**Run 1: signal wires on met1**

(4 px per um) Supply wires on this layer in gray.
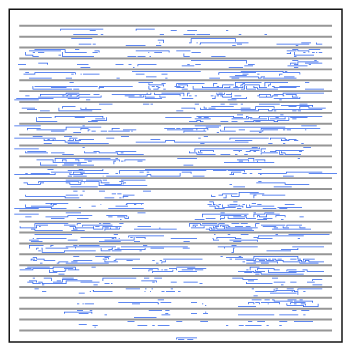
**Run 1: signal wires on met2**

(3 px per um)
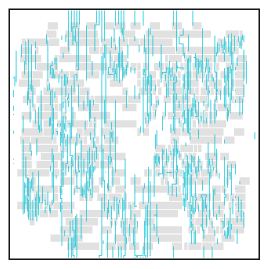
**Run 1: the metal 3 layer**

(4 px per um)
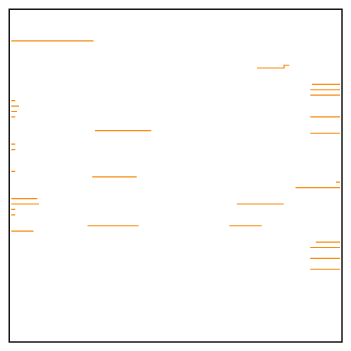
--- src/rtl/collision_pkg.sv ---
// Shared types and constants for the brick collision scheduler and other sprite overlap logic.
package collision_pkg;

    localparam int COORD_W           = 12;
    localparam int DEF_BRICK_WIDTH   = 32;
    localparam int DEF_BRICK_HEIGHT  = 32;
    localparam int DEF_TANK_WIDTH    = 32;
    localparam int DEF_TANK_HEIGHT   = 32;

    typedef logic [COORD_W-1:0] coord_t;

    typedef enum logic [1:0] {
        IDLE,
        SCAN,
        DRAIN,
        DONE
    } state_e;

    // One spare bit of headroom so position + size never wraps near 2047.
    function automatic coord_t to_coord(input logic [10:0] v);
        return {1'b0, v};
    endfunction

endpackage

--- src/rtl/box_overlap.sv ---
// Combinational inclusive axis-aligned bounding-box overlap test between box A and box B.
module box_overlap
    import collision_pkg::*;
#(
    parameter int A_WIDTH  = DEF_TANK_WIDTH,
    parameter int A_HEIGHT = DEF_TANK_HEIGHT,
    parameter int B_WIDTH  = DEF_BRICK_WIDTH,
    parameter int B_HEIGHT = DEF_BRICK_HEIGHT
) (
    input  logic [10:0] a_x,
    input  logic [10:0] a_y,
    input  logic [10:0] b_x,
    input  logic [10:0] b_y,
    output logic        overlap
);

    coord_t ax, ay, bx, by;

    // Touching edges count as overlap, hence <= / >= throughout.
    always_comb begin
        ax      = to_coord(a_x);
        ay      = to_coord(a_y);
        bx      = to_coord(b_x);
        by      = to_coord(b_y);
        overlap = (ax <= bx + coord_t'(B_WIDTH))  &&
                  (ax + coord_t'(A_WIDTH) >= bx)  &&
                  (ay <= by + coord_t'(B_HEIGHT)) &&
                  (ay + coord_t'(A_HEIGHT) >= by);
    end

endmodule

--- src/rtl/collision_scheduler.sv ---
// Scans the brick table once per start request and reports the lowest-indexed brick overlapping the tank.
// Optional COLLISION_EARLY_EXIT_EN: finish the scan on the first hit instead of reading the whole table.
module collision_scheduler
    import collision_pkg::*;
#(
    parameter int NUM_BRICKS   = 16,
    parameter int BRICK_WIDTH  = DEF_BRICK_WIDTH,
    parameter int BRICK_HEIGHT = DEF_BRICK_HEIGHT,
    parameter int TANK_WIDTH   = DEF_TANK_WIDTH,
    parameter int TANK_HEIGHT  = DEF_TANK_HEIGHT,
    parameter int IDX_W        = (NUM_BRICKS > 1) ? $clog2(NUM_BRICKS) : 1
) (
    input  logic             clk,
    input  logic             reset,
    input  logic             start,
    input  logic [10:0]      tankTopLeftX,
    input  logic [10:0]      tankTopLeftY,
    output logic             brick_rd_en,
    output logic [IDX_W-1:0] brick_addr,
    input  logic [10:0]      brickTopLeftX,
    input  logic [10:0]      brickTopLeftY,
    input  logic             brick_alive,
    output logic             busy,
    output logic             done,
    output logic             collision,
    output logic [IDX_W-1:0] hit_index
);

    localparam logic [IDX_W-1:0] LAST_IDX = IDX_W'(NUM_BRICKS - 1);

    state_e           state_q, state_d;
    logic [10:0]      tank_x_q, tank_x_d, tank_y_q, tank_y_d;
    logic [IDX_W-1:0] addr_q, addr_d;
    logic             rd_en_q, rd_en_d;
    logic             vld_p1_q, vld_p1_d;
    logic [IDX_W-1:0] idx_p1_q, idx_p1_d;
    logic             scan_hit_q, scan_hit_d;
    logic [IDX_W-1:0] scan_idx_q, scan_idx_d;
    logic             busy_q, busy_d, done_q, done_d, collision_q, collision_d;
    logic [IDX_W-1:0] hit_index_q, hit_index_d;

    logic             overlap, hit_now, hit_any;
    logic [IDX_W-1:0] hit_idx;

    box_overlap #(
        .A_WIDTH  (TANK_WIDTH),
        .A_HEIGHT (TANK_HEIGHT),
        .B_WIDTH  (BRICK_WIDTH),
        .B_HEIGHT (BRICK_HEIGHT)
    ) u_box_overlap (
        .a_x     (tank_x_q),
        .a_y     (tank_y_q),
        .b_x     (brickTopLeftX),
        .b_y     (brickTopLeftY),
        .overlap (overlap)
    );

    always_comb begin
        // Stage p1: table data returned for the address issued last cycle
        hit_now = vld_p1_q && brick_alive && overlap &&
                  ((state_q == SCAN) || (state_q == DRAIN));
        hit_any = scan_hit_q || hit_now;
        hit_idx = scan_hit_q ? scan_idx_q : idx_p1_q;

        state_d     = state_q;
        tank_x_d    = tank_x_q;
        tank_y_d    = tank_y_q;
        addr_d      = addr_q;
        rd_en_d     = rd_en_q;
        vld_p1_d    = rd_en_q;
        idx_p1_d    = addr_q;
        scan_hit_d  = hit_any;
        scan_idx_d  = hit_idx;
        busy_d      = busy_q;
        done_d      = 1'b0;
        collision_d = collision_q;
        hit_index_d = hit_index_q;

        case (state_q)
            IDLE: begin
                if (start) begin
                    state_d    = SCAN;
                    tank_x_d   = tankTopLeftX;
                    tank_y_d   = tankTopLeftY;
                    addr_d     = '0;
                    rd_en_d    = 1'b1;
                    scan_hit_d = 1'b0;
                    busy_d     = 1'b1;
                end
            end
            SCAN: begin
                if (addr_q == LAST_IDX) begin
                    state_d = DRAIN;
                    rd_en_d = 1'b0;
                end else begin
                    addr_d = addr_q + 1'b1;
                end
`ifdef COLLISION_EARLY_EXIT_EN
                // Scan order is ascending, so the first hit is already the lowest index.
                if (hit_now) begin
                    state_d     = DONE;
                    rd_en_d     = 1'b0;
                    done_d      = 1'b1;
                    collision_d = 1'b1;
                    hit_index_d = hit_idx;
                end
`endif
            end
            DRAIN: begin
                state_d     = DONE;
                done_d      = 1'b1;
                collision_d = hit_any;
                hit_index_d = hit_any ? hit_idx : '0;
            end
            DONE: begin
                state_d = IDLE;
                busy_d  = 1'b0;
            end
            default: state_d = IDLE;
        endcase
    end

    always_ff @(posedge clk) begin
        tank_x_q   <= tank_x_d;
        tank_y_q   <= tank_y_d;
        idx_p1_q   <= idx_p1_d;
        scan_idx_q <= scan_idx_d;
        if (reset) begin
            state_q     <= IDLE;
            addr_q      <= '0;
            rd_en_q     <= 1'b0;
            vld_p1_q    <= 1'b0;
            scan_hit_q  <= 1'b0;
            busy_q      <= 1'b0;
            done_q      <= 1'b0;
            collision_q <= 1'b0;
            hit_index_q <= '0;
        end else begin
            state_q     <= state_d;
            addr_q      <= addr_d;
            rd_en_q     <= rd_en_d;
            vld_p1_q    <= vld_p1_d;
            scan_hit_q  <= scan_hit_d;
            busy_q      <= busy_d;
            done_q      <= done_d;
            collision_q <= collision_d;
            hit_index_q <= hit_index_d;
        end
    end

    assign brick_rd_en = rd_en_q;
    assign brick_addr  = addr_q;
    assign busy        = busy_q;
    assign done        = done_q;
    assign collision   = collision_q;
    assign hit_index   = hit_index_q;

endmodule

--- config.mk ---
export PLATFORM = sky130hd
export DESIGN_NAME = collision_scheduler
export DESIGN_NICKNAME = d
export VERILOG_FILES = /design/src/rtl/collision_pkg.sv /design/src/rtl/box_overlap.sv /design/src/rtl/collision_scheduler.sv
export SDC_FILE = /design/constraint.sdc
export NUM_CORES = 1
export LEC_CHECK = 0
export ABC_AREA = 1
export CORE_MARGIN = 2
export CORE_UTILIZATION = 46
export CTS_CLUSTER_DIAMETER = 50
export DETAILED_ROUTE_END_ITERATION = 12
export GPL_ROUTABILITY_DRIVEN = 0
export GPL_TIMING_DRIVEN = 0
export PLACE_DENSITY_LB_ADDON = 0.1
export REMOVE_ABC_BUFFERS = 1
export SLEW_MARGIN = 0
export SYNTH_ARGS = -nofsm -noshare
export SYNTH_HDL_FRONTEND = slang
export SYNTH_SLANG_ARGS = --single-unit
--- constraint.sdc ---
create_clock -name clk -period 2 [get_ports clk]
set_input_delay 0.2 -clock clk [delete_from_list [all_inputs] [get_ports clk]]
set_output_delay 0.2 -clock clk [all_outputs]
set_load 0.03 [all_outputs]
==> results.cfg, run 1 <==
; yosys + openroad results
[worst_setup_path]
cp_top_family = simple AND/OR/NAND/NOR gates
worstPathCellList = clkdlybuf4s50_1 -> inv_1 -> nor3_2 -> nand3_1 -> xor2_1 -> ha_1 -> and3_1 -> nand3_1 -> nand2_1 -> o21ai_1 -> nand3_2 -> nand2_4 -> nand3_2 -> a21oi_2
max_stage_delay_ns = 0.51
criticalPathCategory = in -> reg
crit_buf_inv = 2
regToRegSetupSlack_ns = -0.32
crit_path_top_delay_cell = clkdlybuf4s50_1
path_depth = 14
crit_path_end = hit_index[3]
start_kind = primary input
crit_fanout = 6
startpoint = brickTopLeftY[7]
arrival_ns = 2.56
worst_r2r_path_depth = 16

[timing]
fin_crit_ns = 2.33
timing.hold.ws_ns = 0.423
relSlewSlack_pct = 64.4
finalSetupViolCount = 6
fmax_mhz = 429
rsz0062_at_grt = true
slew_violations = 0
worst_slack_ns = -0.329
tightestPinTransition_ns = 0.532
fin_skew_ns = 0.00991

[clock_network]
clk_path_buf_depth = 2
tritoncts = yes
cts.sinks = 46
clkTransAtPathRegs_ns = 0.09
clock_tree.root_cell = clkbuf_8
cts_htree_levels = 2
cts_setup_buffers = 5
post_cts_resized = 10
cts-buffers-inserted = 5

[drt]
drtAntennaViolNets = 0
drc = 0
maxUsedRoutingLayer = met4
wl_met1_um = 2770
routed-wl-met3_um = 184
drtIter0Drc = 56
viasPerCell = 4.77
firstDrtPassIters = 4
wl_per_cell_um = 11.8

[layout]
diodes = 0
largest_registers = tank_x_q x11, tank_y_q x11
n_fill_cell = 519
fin_area_um2 = 3770
final_cells = 490
mi_logic_area_um2 = 1580

[place]
port_buffers = 59
placed_area_um2 = 3540
dp_cells = 476

[pwr]
swShare_pct = 37.0
internal_power_mw = 1.99
leakage_nw = 1.74
power_frac_comb_pct = 39.3

[floorplan]
die_h_um = 82.8
die_w_um = 82.8
fp_util_pct = 48.0
row_count = 28
io_pins = 60

[yosys]
ys.flops = 46
synthCells = 343
yosys.area_share.simple_pct = 21.5
netlist_area_um2 = 2860
syn_area_per_cell_um2 = 8.34
yosys.stat.seqShare_pct = 39.9
synth_adder_area_share_pct = 18.8
yosys-dominant-comb-family = simple AND/OR/NAND/NOR gates

[status]
violations = setup timing
outcome = complete, but fails checks

[run]
tool_warnings = 32
maxCapViolCount = 0

[global_route]
antenna_found_initial = 0
grt_use_total_pct = 17.0
gr-total-overflow = 0
grt_max_degree = 26

[min_path]
hold_start = brick_addr[3]
hp-class = reg -> reg
Back to the opening pictures, 'signal wires on met1':
- nets with wire on the layer: 457
- longest straight run: 29.0 um
- main direction: horizontal
- wire length on this layer: 2770 um
global-route track usage on met1: 22.3%
Vias: 2336
Routed WL: 5770 um

Back to the opening pictures, 'signal wires on met2':
- wire length on this layer: 2780 um
- share of all routed wire: 48%
GR Layer Usage met2: 28.5%

Back to the opening pictures, 'the metal 3 layer':
- longest straight run: 20.2 um
- nets with wire on the layer: 28
- main direction: horizontal
- share of all routed wire: 3.2%
- wire length on this layer: 185 um
met3 Use GR: 4.17%

[run 1: worst min path at each step]
stage                    endpoint  depth (start not counted)
floorplan           brick_addr[1]                          1
finish                idx_p1_q[3]                          0
global route          idx_p1_q[3]                          0
global placement      idx_p1_q[1]                          0
CTS                   idx_p1_q[3]                          0
detailed placement    idx_p1_q[3]                          0
[run 1: final cells by class]
class	instances	share of cell area, %
Multi-Input combinational cell	235	41.8
Sequential cell	46	30.2
Clock buffer	6	2.19
Clock inverter	2	0.398
Timing Repair Buffer	65	16.7
Inverter	61	6.17
Tap cell	75	2.49
[run 1: synthesized netlist by cell type]
cell      count  share of area (%)
and3_1        2               0.44
a31oi_1       1               0.22
nor2_1       32                4.2
o21ai_1       1               0.17
edfxtp_1     22                 23
dfxtp_1      24                 17
o21ai_0       4               0.70
nand3_2       1               0.35
or2_1         1               0.22
nand4_1       5                1.1
nor2_2        2               0.44
nand3_1      25                4.4
ha_1         43                 19
nor3_1        2               0.35
o21bai_1      3               0.79
xnor2_1       5                1.5
nand3b_1      2               0.53
nand2_2       2               0.44
a211oi_1      2               0.53
a21o_1        1               0.26
nand2_1      69                9.1
inv_1        58                7.6
o211ai_1      1               0.26
inv_2         3               0.39
buf_2         1               0.17
a21oi_1      18                3.2
xor2_1       13                4.0
[run 1: power by group through the flow]
stage          registers (mW)  clock network, mW  logic [mW]
2_1_floorplan            1.34                  0       0.773
3_3_place_gp             1.32                  0        1.14
3_5_place_dp             1.32                  0        1.17
4_1_cts                  1.30              0.622        1.21
5_1_grt                  1.32              0.656        1.43
6_report                 1.30              0.610        1.24
[run 1: worst reg2reg max path, delay by kind of cell, from the launching register on]
kind / cells / cell delay, ns
simple gates: 12 / 1.03
fa+ha+maj: 2 / 0.52
flops: 1 / 0.42
xor+xnor: 1 / 0.14
compound gates: 1 / 0.14
**Run 1: placement view**

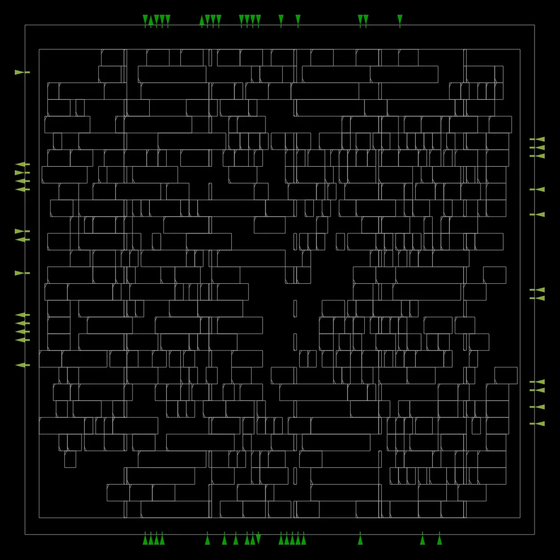

==> run 1 -> run 2 <==
- CORE_UTILIZATION: 46 -> 47
- SLEW_MARGIN: 0 -> unset
- clock period: 2 -> 2.5 ns (I/O delays scaled with it)
**Run 2: placement view**

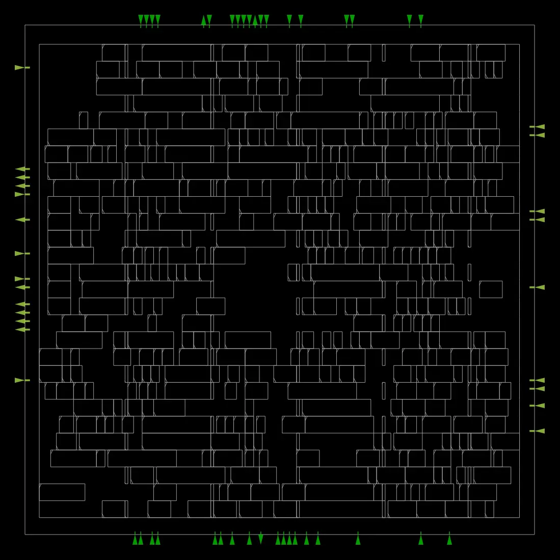
filler instances: 533
n_taps: 75
flop share of the area: 30.6%
cell row count: 28
FFs & Latches: 46

**Run 2: signal wires on met1**

(4 px per um) Supply wires on this layer in gray.
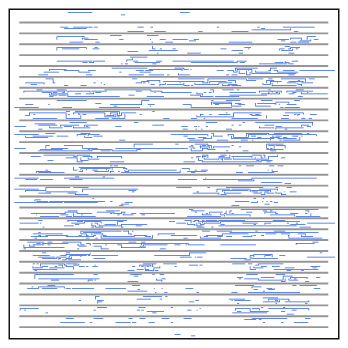
- share of all routed wire: 48%
- wire length on this layer: 2680 um
- longest straight run: 23.8 um
- nets with wire on the layer: 469
- main direction: horizontal
Routed WL: 5640 um
global-route track usage on met1: 21.9%

==> results.cfg, run 2 <==
; yosys + openroad results
[drt]
wl_per_cell_um = 11.6
firstDrtPassIters = 4
via_count = 2336
drtAntennaViolNets = 0
drc = 0
drtIter0Drc = 57
viasPerCell = 4.80

[worst_setup_path]
crit_path_top_delay_cell = clkdlybuf4s50_1
criticalPathCategory = in -> reg
worstPathCellList = clkdlybuf4s50_1 -> inv_1 -> nor3_4 -> nand3_1 -> xor2_1 -> ha_1 -> and3_1 -> nand3_1 -> nand2_1 -> o21ai_1 -> nand3_1 -> nand2_2 -> nand3_1 -> a21oi_1
cp_top_family = simple AND/OR/NAND/NOR gates
start_kind = primary input
crit_buf_inv = 2
arrival_ns = 2.56
regToRegSetupSlack_ns = 0.17
crit_fanout = 6
max_stage_delay_ns = 0.47

[pwr]
leakage_nw = 1.77
power_frac_comb_pct = 40.0
seq-power_mw = 1.03
power-top-group = sequential cells
swShare_pct = 36.6
powerClk_mw = 0.429
pg_comb_mw = 0.974
internal_power_mw = 1.55

[yosys]
ys.flops = 46
yosys.area.top_type = edfxtp_1
ff_type = dfxtp_1
edf_count = 22
area_leaders = edfxtp_1 (23%), ha_1 (19%), dfxtp_1 (17%)
top_cell = nand2_1
synthCells = 343
syn_area_per_cell_um2 = 8.34
yosys.stat.seqShare_pct = 39.9
common_cells = nand2_1 (69), inv_1 (58), ha_1 (43)
synth-async-reset-ratio_pct = 0

[timing]
rsz0062_at_grt = true
fin_crit_ns = 2.33
timing.hold.ws_ns = 0.421
slew_violations = 0
fin_skew_ns = 0.00656
relSlewSlack_pct = 37.7

[clock_network]
clkTransAtPathRegs_ns = 0.08
tritoncts = yes
cts_htree_levels = 2
post_cts_resized = 1
cts-buffers-inserted = 5
cts.sinks = 46
clock_tree.root_cell = clkbuf_8
clk_path_buf_depth = 2
cts_setup_buffers = 0

[layout]
diodes = 0
largest_registers = tank_x_q x11, tank_y_q x11

[floorplan]
die_w_um = 82.0
io_pins = 60
die_h_um = 82.0
fp_util_pct = 48.6

[global_route]
antenna_found_initial = 0
grt_use_total_pct = 18.0
grt_max_degree = 26

[min_path]
hp-class = reg -> reg

[run]
tool_warnings = 31
maxCapViolCount = 0

[place]
port_buffers = 59

[status]
outcome = finished clean
## run 2: cell counts after synthesis
Identical to the previous run, type by type.
## run 2: cell type report
type	count	area [um^2]	share of cell area [%]
Timing Repair Buffer	63	633	17.0
Inverter	61	229	6.15
Multi-Input combinational cell	235	1550	41.5
Sequential cell	46	1140	30.6
Tap cell	75	93.8	2.52
Clock buffer	5	68.8	1.85
Clock inverter	2	12.5	0.336
## run 2: metal layers
metal | wire length (um) | GRT usage (%)
met5 | 0 | 0
met4 | 51 | 5.00
met3 | 142 | 3.19
met2 | 2770 | 32.5
met1 | 2680 | 21.9
## run 2: per-stage QoR
stage | cells | setup WS, ns | setup TNS, ns | cell area (um^2) | power [mW]
4_1_cts | 483 | 0.0304 | 0 | 3620 | 2.43
3_5_place_dp | 476 | -0.341 | -1.85 | 3540 | 1.99
2_1_floorplan | 342 | 0.406 | 0 | 2850 | 1.69
6_report | 487 | 0.166 | 0 | 3720 | 2.44
3_3_place_gp | 476 | -0.294 | -1.48 | 3540 | 1.96
5_1_grt | 487 | -0.0234 | -0.0720 | 3720 | 2.65
## run 2: cells by family after synthesis
logic type / after synthesis / share of synthesized area, %
AND-OR/OR-AND: 31 / 6.08
AND/OR/NAND/NOR: 143 / 21.5
buffers and inverters: 62 / 8.18
adder cells (fa/ha/maj): 43 / 18.8
XOR/XNOR: 18 / 5.51
flip-flops: 46 / 39.9
## run 2: path summary, 6_finish.rpt
path | endpoint | startpoint | cells past startpoint
max | hit_index[2] | brickTopLeftY[6] | 14
min | idx_p1_q[0] | brick_addr[0] | 0
max reg2reg | hit_index[2] | tank_x_q[6] | 16
min reg2reg | idx_p1_q[0] | brick_addr[0] | 0
Power is estimated from default activity; no workload was simulated.
